[src/rtl/add_pkg.sv]
// Shared sizing constants and types for the 32-bit carry-lookahead adder.
package add_pkg;

    localparam int ADD_WIDTH  = 32;
    localparam int CLA_GROUP  = 4;
    localparam int NUM_GROUPS = ADD_WIDTH / CLA_GROUP;

    typedef logic [ADD_WIDTH-1:0] word_t;

endpackage : add_pkg

[src/rtl/add4_cla.sv]
// 4-bit carry-lookahead group: sum and carry-out from one-level lookahead on c0,
// plus group generate/propagate for a future second lookahead level.
module add4_cla (
    input  logic [3:0] a,
    input  logic [3:0] b,
    input  logic       c0,
    output logic [3:0] s,
    output logic       c4,
    output logic       g_grp,
    output logic       p_grp
);

    logic [3:0] g;
    logic [3:0] p;
    logic       c1;
    logic       c2;
    logic       c3;

    always_comb begin
        g = a & b;
        p = a ^ b;

        // Every carry is a flat sum of products on c0; nothing ripples inside the group.
        c1 = g[0] | (p[0] & c0);
        c2 = g[1] | (p[1] & g[0]) | (p[1] & p[0] & c0);
        c3 = g[2] | (p[2] & g[1]) | (p[2] & p[1] & g[0]) | (p[2] & p[1] & p[0] & c0);

        g_grp = g[3] | (p[3] & g[2]) | (p[3] & p[2] & g[1]) | (p[3] & p[2] & p[1] & g[0]);
        p_grp = &p;
        c4    = g_grp | (p_grp & c0);

        s = p ^ {c3, c2, c1, c0};
    end

endmodule : add4_cla

[src/rtl/add_32.sv]
// 32-bit adder built from cascaded 4-bit lookahead groups, gated by the add strobe.
// Purely combinational; clock and reset exist only for a uniform module shell.
module add_32
    import add_pkg::*;
#(
    parameter int WIDTH = ADD_WIDTH,
    parameter int GROUP = CLA_GROUP
) (
    input  logic             m_clock,
    input  logic             p_reset,
    input  logic             add,
    input  logic [WIDTH-1:0] a,
    input  logic [WIDTH-1:0] b,
    input  logic             cin,
    output logic [WIDTH-1:0] sum,
    output logic             cout
);

    localparam int NGRP = WIDTH / GROUP;

    logic [NGRP:0]    carry;
    logic [WIDTH-1:0] raw_sum;
    logic [NGRP-1:0]  grp_g;
    logic [NGRP-1:0]  grp_p;

    // Shell ports and reserved group G/P have no consumer yet.
    logic unused_sigs;
    assign unused_sigs = ^{m_clock, p_reset, grp_g, grp_p};

    assign carry[0] = cin;

    for (genvar gi = 0; gi < NGRP; gi++) begin : g_cla
        add4_cla u_cla (
            .a     (a[gi*GROUP +: GROUP]),
            .b     (b[gi*GROUP +: GROUP]),
            .c0    (carry[gi]),
            .s     (raw_sum[gi*GROUP +: GROUP]),
            .c4    (carry[gi+1]),
            .g_grp (grp_g[gi]),
            .p_grp (grp_p[gi])
        );
    end

    // With add low the outputs are forced to a known zero even if operands are X.
    always_comb begin
        sum  = '0;
        cout = 1'b0;
        if (add) begin
            sum  = raw_sum;
            cout = carry[NGRP];
        end
    end

endmodule : add_32

[config.mk]
export PLATFORM = sky130hd
export DESIGN_NAME = add_32
export DESIGN_NICKNAME = d
export VERILOG_FILES = /design/src/rtl/add_pkg.sv /design/src/rtl/add4_cla.sv /design/src/rtl/add_32.sv
export SDC_FILE = /design/constraint.sdc
export NUM_CORES = 1
export LEC_CHECK = 0
export ABC_AREA = 1
export CORE_MARGIN = 8
export CORE_UTILIZATION = 46
export DETAILED_ROUTE_END_ITERATION = 12
export PLACE_DENSITY_LB_ADDON = 0.25
export SLEW_MARGIN = 25
export SYNTH_ARGS = -nofsm -noshare
export SYNTH_HDL_FRONTEND = slang
export SYNTH_HIERARCHICAL = 1
export SYNTH_SLANG_ARGS = --single-unit
[constraint.sdc]
create_clock -name vclk -period 19.8
set_input_delay 5.94 -clock vclk [all_inputs]
set_output_delay 5.94 -clock vclk [all_outputs]
set_load 0.03 [all_outputs]
==> impl_metrics.py, run 1 <==
# Synthesis and PnR figures
metrics = {
    "run_status": {
        "outcome": "completed",
    },
    "floorplan": {
        "fp_util_pct": 46.7,
        "fp.dieW_microns": 81.8,
        "core_sq_mm": 0.00426,
    },
    "drt": {
        "routed_wirelength_microns": 5250,
        "via_per_inst": 4.67,
        "first_iter_violations": 59,
    },
    "cts": {
        "cts_setup_buffers": 0,
        "cts_resized": 0,
    },
    "finish": {
        "drive_gt1_share_pct": 3.08,
        "clkbuf_count": 0,
        "layout.nets": 564,
        "fin_util_pct": 70.2,
    },
    "job": {
        "warning_count": 35,
    },
    "global_routing": {
        "grt_pass1_vias": 2263,
        "grt_max_degree": 34,
        "use_met3_pct": 3.72,
    },
    "pwr": {
        "irDropWorstVdd_v": 0.0000230,
    },
    "hold_path": {
        "min_path_type": "primary input to output pin",
    },
    "final_timing": {
        "finalCriticalPeriod_ps": 15960,
        "fmax_ghz": 0.0627,
        "setup_tns_ps": 0,
        "relSlewSlack_pct": 75.0,
        "worst_slew_pin_slew_ps": 375,
        "timing.final.crit_share_pct": 80.6,
        "rsz0062_at_grt": "no",
    },
    "logic_synthesis": {
        "syn_inst": 358,
        "synth_warnings": 6,
        "synth_area_per_cell_sq_um": 5.57,
    },
    "critical_path": {
        "crit_type": "primary input to output pin",
    },
}
[run 1: metrics by stage]
| stage | cells | power, mW | setup slack [ps] |
|---|---|---|---|
| floorplan | 358 | 0.0675 | 5260 |
| global placement | 506 | 0.103 | 3920 |
| detailed placement | 506 | 0.106 | 3820 |
| CTS | 506 | 0.106 | 3800 |
| global route | 506 | 0.117 | 3410 |
| finish | 506 | 0.105 | 3840 |
[run 1: worst max-delay path, stage by stage]
cell             delay [ps]
clkdlybuf4s50_1         400
ha_1                    370
nand2_1                 110
inv_1                    60
o21bai_1                140
nand3_1                 160
nand2_1                 100
nand3_1                 130
nand2_1                 100
nand3_1                 150
nand2_1                 100
nand3_1                 140
nand2_1                 100
nand3_1                 150
nand2_1                 110
nand3_1                 140
nand2_1                 110
nand3_1                 140
inv_1                   100
fa_1                    400
inv_1                    60
nand2_1                  50
inv_1                    60
clkdlybuf4s50_1         690
[run 1: report_power, final]
group | switching, mW | internal, mW | leakage [nW] | total [mW]
clock network | 0 | 0 | 0 | 0
registers | 0 | 0 | 0 | 0
logic | 0.0569 | 0.0481 | 1.83 | 0.105
[run 1: how the worst min path moves through the flow]
stage / from / to
detailed placement: add / sum[7]
floorplan: add / cout
CTS: add / sum[7]
finish: add / sum[4]
global placement: b[24] / sum[24]
global route: b[12] / sum[12]
[run 1: layer usage]
| layer | share of wire (%) | up-vias | wire length, microns |
|---|---|---|---|
| li1 | - | 1270 | - |
| met1 | 39 | 1038 | 2040 |
| met2 | 53 | 53 | 2760 |
| met3 | 8.5 | 0 | 445 |
| met4 | 0 | 0 | 0 |
| met5 | 0 | - | 0 |
[run 1: cell usage in the layout (no fill, tap or decap), drive strengths merged]
master	instances
nand2	129
clkdlybuf4s50	99
inv	89
nand3	32
ha	32
nor2	24
o21bai	8
a21oi	8
or2	8
nand4	8
xnor2	8
fa	8
buf	1
[run 1: final cells by class]
| class | instances | area, sq um |
|---|---|---|
| Fill cell | 405 | 1270 |
| Inverter | 89 | 334 |
| Multi-Input combinational cell | 265 | 1600 |
| Tap cell | 52 | 65.1 |
| Timing Repair Buffer | 100 | 998 |
### Cell density map, run 1

Scale bar: 20 microns. The die is cut into 8 by 8 equal tiles; black is low, pale yellow is high, 0 to 100% covered.
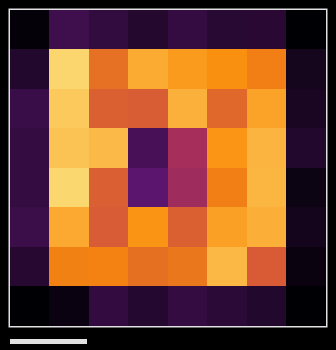
mean over tiles: 44%
tiles over 75% full: 28%
densest ninth of the die: middle left
nearly empty tiles: 6.2%

### Cells colored by class, run 1

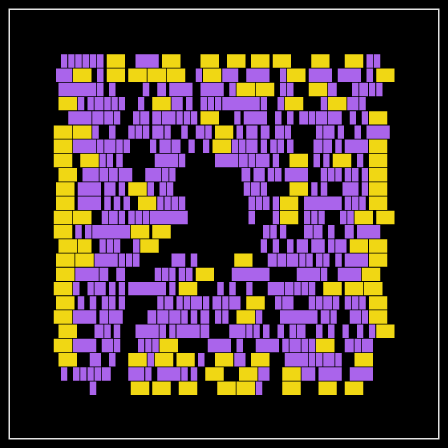
| color | class | cells | share of their area |
|---|---|---|---|
| purple | all other logic | 354 | 66% |
| yellow | other buffers and delay cells | 100 | 34% |

### Track usage over the die, run 1

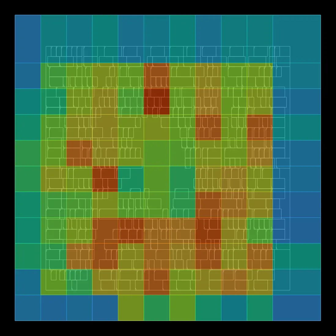
GRT Resource Usage Total: 15.6%
wire per inst: 10.4 microns
routing usage on met2: 31.6%

## Run 2: what changed since run 1
--- a/config.mk
+++ b/config.mk
@@ -7,7 +7,7 @@
 export LEC_CHECK = 0
 export ABC_AREA = 1
 export CORE_MARGIN = 8
-export CORE_UTILIZATION = 46
+export CORE_UTILIZATION = 39
 export DETAILED_ROUTE_END_ITERATION = 12
 export PLACE_DENSITY_LB_ADDON = 0.25
 export SLEW_MARGIN = 25
==> constraint.sdc (replaced) <==
create_clock -name vclk -period 13.48
set_input_delay 4.044 -clock vclk [all_inputs]
set_output_delay 4.044 -clock vclk [all_outputs]
set_load 0.03 [all_outputs]
### Cells colored by class, run 2

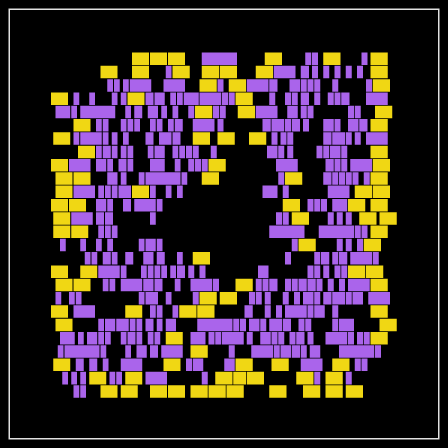
| color | class | cells | share of their area |
|---|---|---|---|
| yellow | other buffers and delay cells | 100 | 34% |
| purple | all other logic | 354 | 66% |

### Cell density map, run 2

Scale bar: 20 microns. The die is cut into 9 by 9 equal tiles; black is low, pale yellow is high, 0 to 100% covered.
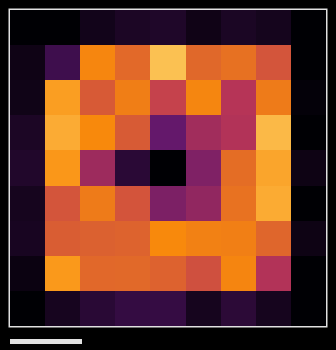
fullest tile: 87%
nearly empty tiles: 14%
mean over tiles: 38%
tiles over 75% full: 9.9%

==> run 2 against run 1 <==
Net effect: sequential share of layout area is the same; synthesized cell count unchanged; count of clock-buffer cells in the layout did not move; die size up 14%; design area up 0.75%; critical path type unchanged.
==> impl_metrics.py, run 2 <==
# Synthesis and PnR figures
metrics = {
    "run_status": {
        "outcome": "completed",
    },
    "pwr": {
        "p_clk_share_pct": 0,
        "switching_power_mw": 0.0829,
        "p_int_mw": 0.0705,
        "p_sw_share_pct": 54.0,
        "power_frac_comb_pct": 100.0,
        "irDropWorstVdd_v": 0.0000236,
        "p_seq_share_pct": 0,
    },
    "final_timing": {
        "setup_tns_ps": 0,
        "relSlewSlack_pct": 74.6,
        "setup_ws_ps": 1330,
        "worst_slew_pin_slew_ps": 381,
        "rsz0062_at_grt": "no",
        "fmax_ghz": 0.0823,
    },
    "logic_synthesis": {
        "synth_area_sq_mm": 0.00199,
        "synth_area_per_cell_sq_um": 5.57,
        "synth_warnings": 6,
    },
    "finish": {
        "clkbuf_count": 0,
        "fin_util_pct": 60.2,
        "drive_gt1_share_pct": 3.08,
        "layout.nets": 564,
        "lay_top_count": "nand2_1",
    },
    "drt": {
        "wl_per_cell_microns": 9.99,
        "via_per_inst": 4.42,
        "first_iter_violations": 22,
        "routed_wirelength_microns": 5230,
    },
    "critical_path": {
        "crit_top_cell": "nand2_1",
        "cp_cell_sequence": "clkdlybuf4s50_1 -> ha_1 -> nand2_1 -> inv_1 -> o21bai_1 -> nand3_1 -> nand2_1 -> nand3_1 -> nand2_1 -> nand3_1 -> nand2_1 -> nand3_1 -> nand2_1 -> nand3_1 -> nand2_1 -> nand3_1 -> nand2_1 -> nand3_1 -> inv_1 -> fa_1 -> inv_1 -> nand2_1 -> inv_1 -> clkdlybuf4s50_1",
        "crit_slowest_cell": "clkdlybuf4s50_1",
    },
    "floorplan": {
        "fp.dieW_microns": 87.5,
        "fp_util_pct": 39.8,
        "core_sq_mm": 0.00501,
        "chip_area_sq_mm": 0.00765,
    },
    "global_routing": {
        "grt_max_degree": 34,
        "antenna_found_initial": 0,
        "grt_pass1_vias": 2226,
        "grtUsageTotal_pct": 13.7,
    },
    "hold_path": {
        "min_path_type": "primary input to output pin",
    },
    "job": {
        "warning_count": 35,
    },
    "cts": {
        "cts_resized": 0,
        "cts_setup_buffers": 0,
    },
    "placement": {
        "dp_cells": 524,
        "place_ws_ps": 1320,
    },
}
## run 2: power groups by stage
stage / registers (mW) / clock network (mW) / logic, mW
final: 0 / 0 / 0.153
after global routing: 0 / 0 / 0.172
after CTS: 0 / 0 / 0.155
after detailed placement: 0 / 0 / 0.155
after global placement: 0 / 0 / 0.152
after floorplan: 0 / 0 / 0.0991
## run 2: layer usage
layer / track usage [%] / up-vias / wire [microns]
met4: 0 / 0 / 0
met5: 0 / - / 0
met2: 26.9 / 49 / 2740
met1: 15.8 / 988 / 2220
li1: - / 1278 / -
met3: 1.89 / 0 / 277
## run 2: metrics by stage
step | hold WS [ps] | total power [mW]
5_1_grt | 9490 | 0.172
2_1_floorplan | 8370 | 0.0991
4_1_cts | 9450 | 0.155
6_report | 9440 | 0.153
3_5_place_dp | 9450 | 0.155
3_3_place_gp | 9440 | 0.152
## run 2: cell type report
| cell class | count | area (sq um) |
|---|---|---|
| fill | 520 | 1990 |
| multi-input combinational | 265 | 1600 |
| tap | 70 | 87.6 |
| timing repair buffer | 100 | 998 |
| inverter | 89 | 334 |
## run 2: worst max-delay path: cells and delay by family
family / cells / cell delay (ps)
AND/OR/NAND/NOR: 15 / 1810
buffers and inverters: 6 / 1360
adder cells (fa/ha/maj): 2 / 770
AND-OR/OR-AND: 1 / 120
## run 2: worst paths after layout
check             from       to  slack [ps]  cells past startpoint
hold / removal     add   sum[5]        9440                      5
setup / recovery  a[1]  sum[28]        1330                     24
Power figures rest on the tool's default switching activity, not on a simulated workload.
